**config.mk**
```make
export PLATFORM = sky130hd
export DESIGN_NAME = vector_alu_seq
export DESIGN_NICKNAME = d
export VERILOG_FILES = /design/src/rtl/valu_pkg.sv /design/src/rtl/valu_lane.sv /design/src/rtl/vector_alu_seq.sv
export SDC_FILE = /design/constraint.sdc
export NUM_CORES = 1
export LEC_CHECK = 0
export CORE_ASPECT_RATIO = 1.2
export CORE_MARGIN = 3
export CORE_UTILIZATION = 48
export DETAILED_ROUTE_END_ITERATION = 12
export PLACE_DENSITY = 0.76
export SETUP_SLACK_MARGIN = 0.4
export SYNTH_ARGS = -nofsm -noshare
export SYNTH_HDL_FRONTEND = slang
export SYNTH_SLANG_ARGS = --single-unit
```
**constraint.sdc**
```tcl
create_clock -name clk -period 5.5 [get_ports clk]
set_input_delay 0.55 -clock clk [delete_from_list [all_inputs] [get_ports clk]]
set_output_delay 0.55 -clock clk [all_outputs]
set_load 0.01 [all_outputs]
```
**src/rtl/valu_pkg.sv**
```systemverilog
// valu_pkg: op codes, FSM states, default sizes and op decode for vector_alu_seq.
// Optional feature macro: VALU_REDUCE_EN (enables the REDSUM reduction op).
package valu_pkg;

  localparam int DEF_ELEM_W    = 8;
  localparam int DEF_NUM_ELEMS = 16;
  localparam int DEF_NUM_LANES = 4;

  typedef enum logic [3:0] {
    OP_NOP    = 4'b0000,
    OP_ADD    = 4'b0001,
    OP_SUB    = 4'b0010,
    OP_AND    = 4'b0011,
    OP_OR     = 4'b0100,
    OP_XOR    = 4'b0101,
    OP_SLL    = 4'b0110,
    OP_SRL    = 4'b0111,
    OP_MUL    = 4'b1000,
    OP_REDSUM = 4'b1001
  } valu_op_e;

  typedef enum logic [1:0] {
    ST_IDLE = 2'd0,
    ST_EXEC = 2'd1,
    ST_DONE = 2'd2
  } valu_state_e;

  // True for op codes that need EXEC passes; NOP and unknown codes skip straight to DONE.
  function automatic logic op_is_valid(input logic [3:0] op);
    logic valid;
    case (op)
      OP_ADD, OP_SUB, OP_AND, OP_OR, OP_XOR,
      OP_SLL, OP_SRL, OP_MUL: valid = 1'b1;
`ifdef VALU_REDUCE_EN
      OP_REDSUM:              valid = 1'b1;
`endif
      default:                valid = 1'b0;
    endcase
    return valid;
  endfunction

endpackage

```
**src/rtl/valu_lane.sv**
```systemverilog
// valu_lane: one combinational element ALU (op, a, b -> y), unsigned and wrapping.
// Optional feature macro: VALU_REDUCE_EN (lane computes a+b for REDSUM).
module valu_lane
  import valu_pkg::*;
#(
  parameter int ELEM_W = DEF_ELEM_W
) (
  input  logic [3:0]        op,
  input  logic [ELEM_W-1:0] a,
  input  logic [ELEM_W-1:0] b,
  output logic [ELEM_W-1:0] y
);

  localparam int SH_W = (ELEM_W > 1) ? $clog2(ELEM_W) : 1;

  logic [SH_W-1:0] sh_s;

  // Shift distance is only the low bits of the B element
  assign sh_s = b[SH_W-1:0];

  // Element operation select; results truncated to ELEM_W bits
  always_comb begin
    y = '0;
    case (op)
      OP_ADD:    y = a + b;
      OP_SUB:    y = a - b;
      OP_AND:    y = a & b;
      OP_OR:     y = a | b;
      OP_XOR:    y = a ^ b;
      OP_SLL:    y = a << sh_s;
      OP_SRL:    y = a >> sh_s;
      OP_MUL:    y = a * b;
`ifdef VALU_REDUCE_EN
      OP_REDSUM: y = a + b;
`endif
      default:   y = '0;
    endcase
  end

endmodule

```
**src/rtl/vector_alu_seq.sv**
```systemverilog
// vector_alu_seq: sequential vector ALU, NUM_LANES elements per pass, PASSES passes per op.
// Optional feature macro: VALU_REDUCE_EN (REDSUM accumulates all lane sums into element 0).
module vector_alu_seq
  import valu_pkg::*;
#(
  parameter int ELEM_W    = DEF_ELEM_W,
  parameter int NUM_ELEMS = DEF_NUM_ELEMS,
  parameter int NUM_LANES = DEF_NUM_LANES
) (
  input  logic                          clk,
  input  logic                          rst_n,
  input  logic                          in_valid,
  output logic                          in_ready,
  input  logic [3:0]                    op,
  input  logic [NUM_ELEMS*ELEM_W-1:0]   src_a,
  input  logic [NUM_ELEMS*ELEM_W-1:0]   src_b,
  output logic                          out_valid,
  input  logic                          out_ready,
  output logic [NUM_ELEMS*ELEM_W-1:0]   result,
  output logic                          busy
);

  localparam int PASSES = NUM_ELEMS / NUM_LANES;
  localparam int PASS_W = (PASSES > 1) ? $clog2(PASSES) : 1;
  localparam int VEC_W  = NUM_ELEMS * ELEM_W;
  localparam logic [PASS_W-1:0] LAST_PASS = PASS_W'(PASSES - 1);

  if (NUM_ELEMS % NUM_LANES != 0) begin : g_bad_cfg
    $error("vector_alu_seq: NUM_ELEMS must be a multiple of NUM_LANES");
  end

  valu_state_e       state_r, state_next_s;
  logic [3:0]        op_r;
  logic [VEC_W-1:0]  a_r, b_r;
  logic [PASS_W-1:0] pass_r;
  logic              accept_s;
  logic              is_red_s;

  logic [ELEM_W-1:0] a_grid_s [PASSES][NUM_LANES];
  logic [ELEM_W-1:0] b_grid_s [PASSES][NUM_LANES];
  logic [ELEM_W-1:0] res_r    [PASSES][NUM_LANES];
  logic [ELEM_W-1:0] lane_a_s [NUM_LANES];
  logic [ELEM_W-1:0] lane_b_s [NUM_LANES];
  logic [ELEM_W-1:0] lane_y_s [NUM_LANES];

  assign accept_s  = (state_r == ST_IDLE) && in_valid;
  assign in_ready  = (state_r == ST_IDLE);
  assign out_valid = (state_r == ST_DONE);
  assign busy      = (state_r != ST_IDLE);

  // View latched operands and the result register as [pass][lane] grids
  for (genvar p = 0; p < PASSES; p++) begin : g_pass
    for (genvar l = 0; l < NUM_LANES; l++) begin : g_elem
      assign a_grid_s[p][l] = a_r[(p*NUM_LANES+l)*ELEM_W +: ELEM_W];
      assign b_grid_s[p][l] = b_r[(p*NUM_LANES+l)*ELEM_W +: ELEM_W];
      assign result[(p*NUM_LANES+l)*ELEM_W +: ELEM_W] = res_r[p][l];
    end
  end

  // Lane input mux picks the current pass's elements
  for (genvar l = 0; l < NUM_LANES; l++) begin : g_lane
    assign lane_a_s[l] = a_grid_s[pass_r][l];
    assign lane_b_s[l] = b_grid_s[pass_r][l];
    valu_lane #(.ELEM_W(ELEM_W)) u_lane (
      .op (op_r),
      .a  (lane_a_s[l]),
      .b  (lane_b_s[l]),
      .y  (lane_y_s[l])
    );
  end

`ifdef VALU_REDUCE_EN
  logic [ELEM_W-1:0] acc_r, acc_next_s;

  assign is_red_s = (op_r == OP_REDSUM);

  // Running sum of this pass's lane results, wrapping at ELEM_W bits
  always_comb begin
    acc_next_s = acc_r;
    for (int l = 0; l < NUM_LANES; l++) begin
      acc_next_s = acc_next_s + lane_y_s[l];
    end
  end

  // Reduction accumulator: cleared on accept, updated each REDSUM pass
  always_ff @(posedge clk) begin
    if (!rst_n) begin
      acc_r <= '0;
    end else if (accept_s) begin
      acc_r <= '0;
    end else if (state_r == ST_EXEC && is_red_s) begin
      acc_r <= acc_next_s;
    end else begin
      acc_r <= acc_r;
    end
  end
`else
  assign is_red_s = 1'b0;
`endif

  // Next-state decode; NOP and unknown ops go straight to DONE with a zero result
  always_comb begin
    state_next_s = state_r;
    case (state_r)
      ST_IDLE: begin
        if (in_valid) begin
          state_next_s = op_is_valid(op) ? ST_EXEC : ST_DONE;
        end else begin
          state_next_s = ST_IDLE;
        end
      end
      ST_EXEC: begin
        if (pass_r == LAST_PASS) begin
          state_next_s = ST_DONE;
        end else begin
          state_next_s = ST_EXEC;
        end
      end
      ST_DONE: begin
        if (out_ready) begin
          state_next_s = ST_IDLE;
        end else begin
          state_next_s = ST_DONE;
        end
      end
      default: state_next_s = ST_IDLE;
    endcase
  end

  // FSM state, operand latch and pass counter
  always_ff @(posedge clk) begin
    if (!rst_n) begin
      state_r <= ST_IDLE;
      op_r    <= 4'b0000;
      a_r     <= '0;
      b_r     <= '0;
      pass_r  <= '0;
    end else begin
      state_r <= state_next_s;
      if (accept_s) begin
        op_r   <= op;
        a_r    <= src_a;
        b_r    <= src_b;
        pass_r <= '0;
      end else if (state_r == ST_EXEC) begin
        pass_r <= pass_r + PASS_W'(1);
      end else begin
        pass_r <= pass_r;
      end
    end
  end

  // Result register: cleared on accept, one pass of lane outputs written per EXEC cycle
  always_ff @(posedge clk) begin
    if (!rst_n) begin
      res_r <= '{default: '0};
    end else if (accept_s) begin
      res_r <= '{default: '0};
    end else if (state_r == ST_EXEC && !is_red_s) begin
      for (int l = 0; l < NUM_LANES; l++) begin
        res_r[pass_r][l] <= lane_y_s[l];
      end
`ifdef VALU_REDUCE_EN
    end else if (state_r == ST_EXEC && pass_r == LAST_PASS) begin
      res_r[0][0] <= acc_next_s;
`endif
    end else begin
      res_r <= res_r;
    end
  end

endmodule

```
Figure 1. Pin map.
Pins as bars across the die edge, other pins in gray.
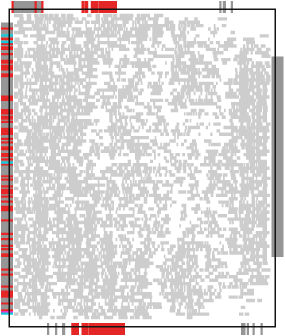
Key: cyan = op [pins 4, direction input, edge west]; red = src_b [pins 128, direction input, edge 61 west, 41 south, 26 north]; magenta = out_ready [pins 1, direction input, edge west]
All pins by edge: 172 west, 118 east, 54 north, 51 south.

==> results.toml <==
# physical design summary
[sta]
fin_crit_ns = 5.100
hold_ws_ns = 0.4624
fin_ws_ns = 0.4000
maxSlewHeadroom_pct = 14.04

[finish]
n_antenna_cell = 0
buffers = 528
post-route-util_pct = 61.65
sh_comb_area_pct = 49.10
fin_area_sq_um = 31030
drive_gt1_share_pct = 9.900
fillers = 4334

[floorplan]
tapCellCount = 644
io_pins = 395

[yosys]
topCellsByArea = "dfxtp_1 32%, nand2_1 9.8%, ha_1 8.6%"
common_cells = "639 x nand2_1, 392 x dfxtp_1, 262 x a21boi_0, 260 x nor2_1, 172 x inv_1"
synth_area_sq_um = 24460
yosysTopAreaCell = "dfxtp_1"
ys_sh_simple_pct = 16.33

[global_route]
globalRouteMet3Util_pct = 4.275
grt_usage_pct = 31.35

[pwr]
p_int_mw = 5.682
maxPowerGroup = "registers"
powerClk_mw = 2.89

[placement]
dpl_cell_area_sq_um = 28980
port_buffers = 394

[outcome]
outcome = "finished, final reports clean"

[routing]
routed_wl_mm = 86.56
routedWlPerCell_um = 21.88
drtAntennaViolNets = 0

[worst_setup_path]
rr_startpoint = "pass_r[0]"
ff2ff_path_depth = 16
critPathKind = "reg2reg"
start_kind = "flip-flop"
critPathMaxStageDelay_ns = 0.60
rrSetupSlack_ns = 0.40

[clock_network]
cts.clk_slew.worst_paths_ns = 0.06
numCtsBuffers = 39

[hold_path]
hp-class = "reg2reg"

[run]
drv_cap = 0
Figure 2. Routed clock nets over the placement.
The bar under the picture is 50 um long.
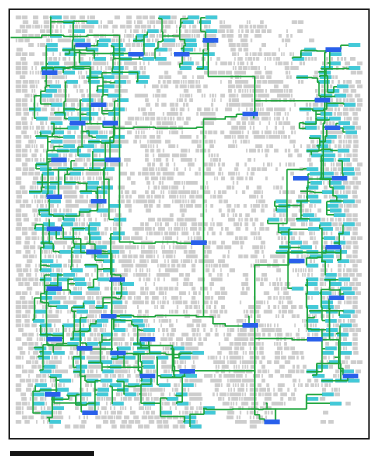
Key: blue = clock-net drivers [count 39]; cyan = flip-flops [count 392]; green = clock wires [length 4860 um]
Position of the flops: widely spread.
clk latency late pin: 0.58 ns
Clk pwr share: 34.8%

Power and IR drop assume default switching activity.
